===== config.mk =====
export PLATFORM = sky130hd
export DESIGN_NAME = pc_stack_unit
export DESIGN_NICKNAME = d
export VERILOG_FILES = /design/src/rtl/cpu_pkg.sv /design/src/rtl/ret_stack.sv /design/src/rtl/pc_stack_unit.sv
export SDC_FILE = /design/constraint.sdc
export NUM_CORES = 1
export LEC_CHECK = 0
export CORE_MARGIN = 8
export CORE_UTILIZATION = 55
export CTS_BUF_LIST = sky130_fd_sc_hd__clkbuf_16
export DETAILED_ROUTE_END_ITERATION = 10
export PLACE_DENSITY = 0.76
export REMOVE_ABC_BUFFERS = 1
export SLEW_MARGIN = 15
export SYNTH_ARGS = -nofsm -noshare
export SYNTH_HDL_FRONTEND = slang
export SYNTH_SLANG_ARGS = --single-unit

===== constraint.sdc =====
create_clock -name clk -period 4.45 [get_ports clk]
set_clock_uncertainty 0.15 [all_clocks]
set_input_delay 0.6675 -clock clk [delete_from_list [all_inputs] [get_ports clk]]
set_output_delay 0.6675 -clock clk [all_outputs]
set_load 0.02 [all_outputs]

===== src/rtl/cpu_pkg.sv =====
// rtl/cpu_pkg.sv - shared PC command encoding and strobe priority encoder
package cpu_pkg;

    localparam int DEF_ADDR_W = 8;

    typedef enum logic [2:0] {
        PC_NONE,
        PC_INC,
        PC_JMP,
        PC_CALL,
        PC_RET
    } pc_cmd_e;

    // ret > call > jmp > inc; losing strobes are discarded
    function automatic pc_cmd_e pc_cmd_sel(input logic inc, input logic jmp,
                                           input logic call, input logic ret);
        pc_cmd_e cmd;
        if (ret)       cmd = PC_RET;
        else if (call) cmd = PC_CALL;
        else if (jmp)  cmd = PC_JMP;
        else if (inc)  cmd = PC_INC;
        else           cmd = PC_NONE;
        return cmd;
    endfunction

endpackage


===== src/rtl/ret_stack.sv =====
// rtl/ret_stack.sv - return-address LIFO, refuses push when full and pop when empty
module ret_stack
    import cpu_pkg::*;
#(
    parameter int ADDR_W      = DEF_ADDR_W,
    parameter int STACK_DEPTH = 8,
    localparam int IDX_W      = $clog2(STACK_DEPTH),
    localparam int SP_W       = IDX_W + 1
) (
    input  logic              clk,
    input  logic              rst,
    input  logic              push,
    input  logic              pop,
    input  logic [ADDR_W-1:0] push_data,
    output logic [ADDR_W-1:0] top_data,
    output logic [SP_W-1:0]   sp,
    output logic              full,
    output logic              empty
);

    logic [ADDR_W-1:0] mem [STACK_DEPTH];
    logic [SP_W-1:0]   sp_m1;
    logic              do_pop;
    logic              do_push;

    assign full    = (sp == SP_W'(STACK_DEPTH));
    assign empty   = (sp == '0);
    assign do_pop  = pop && !empty;
    assign do_push = push && !full && !do_pop;
    assign sp_m1   = sp - SP_W'(1);
    assign top_data = mem[sp_m1[IDX_W-1:0]];

    always_ff @(posedge clk or posedge rst) begin
        if (rst)          sp <= '0;
        else if (do_pop)  sp <= sp_m1;
        else if (do_push) sp <= sp + SP_W'(1);
    end

    // Entries need no reset: sp alone defines which slots are valid
    always_ff @(posedge clk) begin
        if (do_push) mem[sp[IDX_W-1:0]] <= push_data;
    end

endmodule


===== src/rtl/pc_stack_unit.sv =====
// rtl/pc_stack_unit.sv - program counter with call/return stack and sticky stack error flags
module pc_stack_unit
    import cpu_pkg::*;
#(
    parameter int ADDR_W      = DEF_ADDR_W,
    parameter int STACK_DEPTH = 8,
    localparam int SP_W       = $clog2(STACK_DEPTH) + 1
) (
    input  logic              clk,
    input  logic              rst,
    input  logic              inc,
    input  logic              jmp,
    input  logic              call,
    input  logic              ret,
    input  logic [ADDR_W-1:0] pcaddr_in,
    output logic [ADDR_W-1:0] pc,
    output logic [SP_W-1:0]   sp,
    output logic              stack_full,
    output logic              stack_empty,
    output logic              ovf_err,
    output logic              unf_err
);

    pc_cmd_e           cmd;
    logic [ADDR_W-1:0] pc_plus1;
    logic [ADDR_W-1:0] pc_next;
    logic [ADDR_W-1:0] top_data;
    logic              push;
    logic              pop;

    assign cmd      = pc_cmd_sel(inc, jmp, call, ret);
    assign pc_plus1 = pc + ADDR_W'(1);
    assign push     = (cmd == PC_CALL) && !stack_full;
    assign pop      = (cmd == PC_RET) && !stack_empty;

    ret_stack #(
        .ADDR_W      (ADDR_W),
        .STACK_DEPTH (STACK_DEPTH)
    ) u_ret_stack (
        .clk       (clk),
        .rst       (rst),
        .push      (push),
        .pop       (pop),
        .push_data (pc_plus1),
        .top_data  (top_data),
        .sp        (sp),
        .full      (stack_full),
        .empty     (stack_empty)
    );

    always_comb begin
        pc_next = pc;
        case (cmd)
            PC_INC:  pc_next = pc_plus1;
            PC_JMP:  pc_next = pcaddr_in;
            PC_CALL: if (push) pc_next = pcaddr_in;
            PC_RET:  if (pop)  pc_next = top_data;
            default: pc_next = pc;
        endcase
    end

    always_ff @(posedge clk or posedge rst) begin
        if (rst) begin
            pc      <= '0;
            ovf_err <= 1'b0;
            unf_err <= 1'b0;
        end else begin
            pc <= pc_next;
            if ((cmd == PC_CALL) && stack_full)  ovf_err <= 1'b1;
            if ((cmd == PC_RET) && stack_empty)  unf_err <= 1'b1;
        end
    end

endmodule


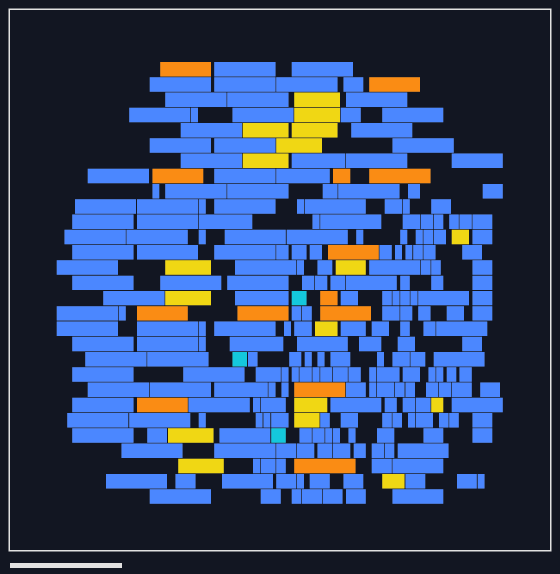
Figure 1: sizing map.
The bar under the picture is 20 µm long.
legend:
  x2:
    colour: yellow
    cells: 17
    share: 6.2%
    most_used: mux4_2
  x1 and smaller:
    colour: blue
    cells: 240
    share: 88%
    most_used: edfxtp_1
  x6 and larger:
    colour: orange
    cells: 13
    share: 4.8%
    most_used: clkbuf_16
  x3 and x4:
    colour: cyan
    cells: 3
    share: 1.1%
    most_used: buf_4
Non-Clock Buffer Count: 32
Layout area overhead: 18.7%

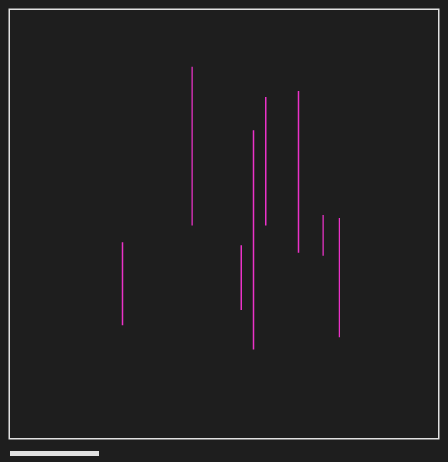
Figure 2: M4 wires.
The bar under the picture is 20 µm long.
wire length on this layer: 217 µm
main direction: vertical
longest straight run: 49.0 µm

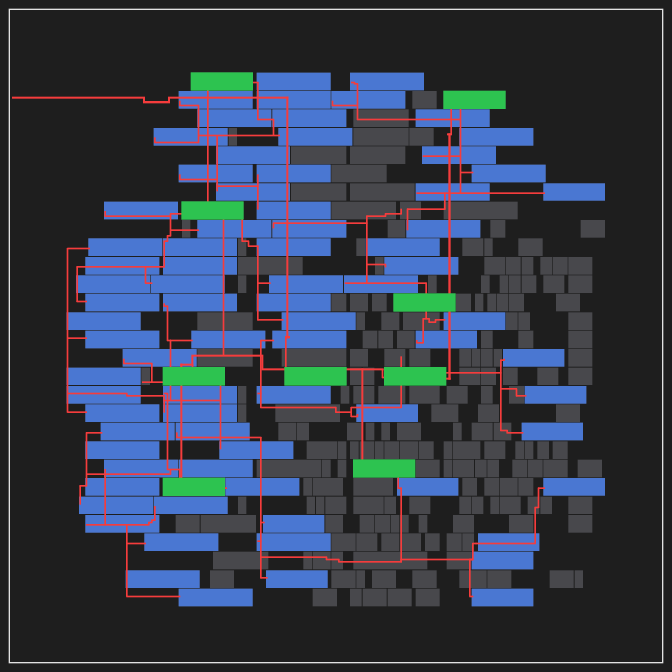
Figure 3: clock distribution.
legend:
  flip-flops:
    colour: blue
    count: 78
  clock-net drivers:
    colour: green
    count: 9
  clock wires:
    colour: red
    length: 927 µm
routed clock nets: 10
Clk power: 0.000769 W
clock share of power: 0.236
clk_lat worst skew: 0.33 ns

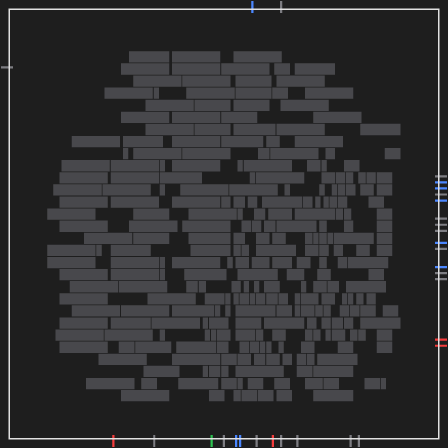
Figure 4: ports around the boundary.
Pins as bars across the die edge, other pins in grey.
legend:
  sp:
    colour: red
    pins: 4
    direction: output
    edge: 2 south, 2 east
  ret:
    colour: green
    pins: 1
    direction: input
    edge: south
  pcaddr_in:
    colour: blue
    pins: 8
    direction: input
    edge: 5 east, 2 south, 1 north
all pins by edge: 15 east, 12 south, 2 north, 1 west
Die W: 96.2 µm
PortBufs: 29
die height: 96.2 µm

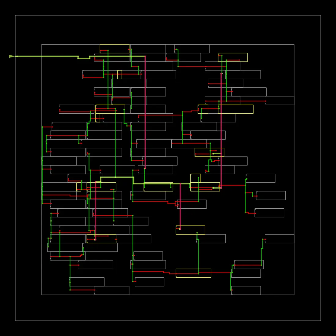
Figure 5: clock routing.
CTS buffer count: 9
registers: 78
CTS Sinks: 78

==> impl_metrics.env <==
# flow metrics
export IMPL_grt_usage=0.190
export IMPL_status="completed"
export IMPL_start_kind="flip-flop"
export IMPL_grt_pass1_wl_um=12500
export IMPL_rr_startpoint="u_ret_stack.sp[0]$_DFFE_PP0P_"
export IMPL_xor_share=0.0293
export IMPL_vdd_drop_max_v=0.000453
export IMPL_drc=0
export IMPL_period_used=0.733
export IMPL_io_pin_count=30
export IMPL_crit_end="stack_empty"
export IMPL_cts_tree="yes"
export IMPL_clock_root_buffer="clkbuf_16"
export IMPL_routed_via_density=6.37
export IMPL_topCellsByArea="edfxtp_1 54%, dfrtp_1 9.9%, mux4_2 6.4%, mux4_1 4.5%, nand2_1 1.9%"
export IMPL_async_flop_share=0.179
export IMPL_fin_crit_ns=3.26
export IMPL_power_density_nw_per_um2=775
export IMPL_drive_gt1_frac=0.121
export IMPL_edf_count=64
export IMPL_yosys_warnings=0
export IMPL_antenna_found_initial=0
export IMPL_num_vias=2228
export IMPL_n_fill_cell=426
export IMPL_ys_sh_aoi=0.0689
export IMPL_yosys_area_share_simple=0.109
export IMPL_cp_required_ns=3.63
export IMPL_synthTopLogicFamily="multiplexers"
export IMPL_grt_max_degree=25
export IMPL_finalSetupTns_ns=0
export IMPL_syn_area_um2=3540
export IMPL_synth_main_ff_cell="edfxtp_1"
export IMPL_rsz0062_at_grt="false"
export IMPL_clockBufferDepth=2
export IMPL_ctsResizeCount=0
export IMPL_fin_cells=350
export IMPL_finalPower_w=0.00326
export IMPL_fin_util=0.669
export IMPL_top_area_cell="edfxtp_1"
export IMPL_ys_cells=237
export IMPL_dpl_hpwl_um=5730
export IMPL_grt_overflow=0
export IMPL_drv_cap=0
export IMPL_cellLeakagePower_nw=1.46
export IMPL_critical_path_arrival_ns=2.44
export IMPL_h_tree_depth=3
export IMPL_mux_share=0.117
export IMPL_regToRegSetupSlack_ns=1.61
export IMPL_antenna_cells=0
export IMPL_fmax_mhz=307
export IMPL_fin_area_um2=4200
export IMPL_core_area_um2=6280
export IMPL_drt_total_wl_um=8160
export IMPL_crit_type="reg2out"
export IMPL_grt_pass1_vias=2081
export IMPL_max_slew_margin=0.360
export IMPL_syn_inst=237
export IMPL_hold_path_class="reg2reg"
export IMPL_yosys_stat_area_um2=3540
export IMPL_clk_pin_slew_ns=0.06
export IMPL_gp_congestion=0.885
export IMPL_post_cts_buffers=0
export IMPL_finalHoldViolCount=0
export IMPL_firstDrtPassIters=4
export IMPL_fp_util=0.564
export IMPL_reg2reg_to="pc[5]$_DFFE_PP0P_"
export IMPL_tool_warnings=26
export IMPL_synth_seq_share=0.642
export IMPL_drt_iter0_drc=247
export IMPL_hold_buffers=0
export IMPL_worstPathMaxFanout=24
export IMPL_num_rows=29
export IMPL_ant_nets=0
export IMPL_ys_flops=78
export IMPL_place_ws_ns=1.48
export IMPL_top_area_frac=0.543
export IMPL_tightest_slew_ns=0.953
export IMPL_r2r_cells=7
export IMPL_final_seq_area_um2=2270
export IMPL_worstSetupStartpoint="u_ret_stack.sp[0]$_DFFE_PP0P_"
state kept, by name, summed over array words and instances, names as in the netlist:
| name | cells |
|---|---|
| u_ret_stack.mem | 64 |
| pc | 8 |
| u_ret_stack.sp | 4 |
| ovf_err | 1 |
| unf_err | 1 |
kinds of logic after synthesis:
| kind of cell | count (synthesis) |
|---|---|
| flops | 78 |
| simple gates | 74 |
| compound gates | 34 |
| buf+inv | 18 |
| fa+ha+maj | 3 |
| xor+xnor | 11 |
| mux | 19 |
Yosys cell counts, types with 3 or more instances:
master     n
nand4_1    4
mux4_1     6
buf_2      7
nor2b_1    4
nor2_1    15
edfxtp_1  64
nor4_1     3
o22ai_1    5
a211oi_1   4
and2_1     5
inv_1      6
a31oi_1    3
dfrtp_1   14
nor3_1    11
xnor2_1    6
ha_1       3
nand3_1    4
o21ai_0    3
nand2_1   18
xor2_1     4
a21oi_1    4
clkbuf_1   4
mux4_2    10
worst min path at each step:
stage	slack, ns	depth (start not counted)	endpoint	start
floorplan	0.41	1	ovf_err$_DFFE_PP0P_	rst
global placement	0.31	1	unf_err$_DFFE_PP0P_	unf_err$_DFFE_PP0P_
detailed placement	0.31	1	unf_err$_DFFE_PP0P_	unf_err$_DFFE_PP0P_
CTS	0.33	1	unf_err$_DFFE_PP0P_	unf_err$_DFFE_PP0P_
global route	0.36	1	ovf_err$_DFFE_PP0P_	ovf_err$_DFFE_PP0P_
finish	0.33	1	unf_err$_DFFE_PP0P_	unf_err$_DFFE_PP0P_
worst max-delay path, stage by stage, from the launching register on:
cell	delay, ns
dfrtp_1	0.36
buf_4	0.23
inv_1	0.15
ha_1	0.35
nor3b_2	0.35
clkdlybuf4s50_1	0.66
metal layers:
layer | up-vias | part of all wire | global-route usage | routed length [µm]
met5 | - | 0 | 0 | 0
met4 | 0 | 0.026 | 0.0935 | 216
met3 | 17 | 0.083 | 0.0530 | 676
met2 | 102 | 0.47 | 0.277 | 3840
met1 | 1115 | 0.42 | 0.257 | 3430
li1 | 994 | - | - | -
layout by cell type, fill, tap and decap left out, types with 2 or more instances in the layout:
cell	count
mux4_1	6
xnor2_1	6
mux2i_1	2
inv_6	2
inv_1	8
and2_1	5
nor2_1	15
nand2_1	18
o21ai_1	2
dfrtp_1	14
edfxtp_1	64
clkbuf_16	9
nand3_1	4
a211oi_1	4
nor4_1	3
or3_1	2
a31oi_1	3
nor2b_1	4
buf_4	3
and3b_1	2
clkdlybuf4s50_1	29
nand4_1	4
o21ai_0	3
xor2_1	4
nor3_1	11
a21oi_1	4
o22ai_1	5
ha_1	3
mux4_2	10
bufinv_16	2
report_power, final:
part	leakage [nW]	internal, W	total, W	switching (W)
Clock	0.160	0.000489	0.000769	0.000280
Sequential	0.737	0.00106	0.00121	0.000150
Combinational	0.560	0.000536	0.00127	0.000738
Total	1.46	0.00209	0.00326	0.00117
cell type report:
type	count	share of cell area
multi-input combinational	141	0.282
clock buffer	9	0.0536
clock inverter	7	0.0211
inverter	6	0.00536
tap	77	0.0229
timing repair buffer	32	0.0744
sequential	78	0.541
Power figures rest on the tool's default switching activity, not on a simulated workload.
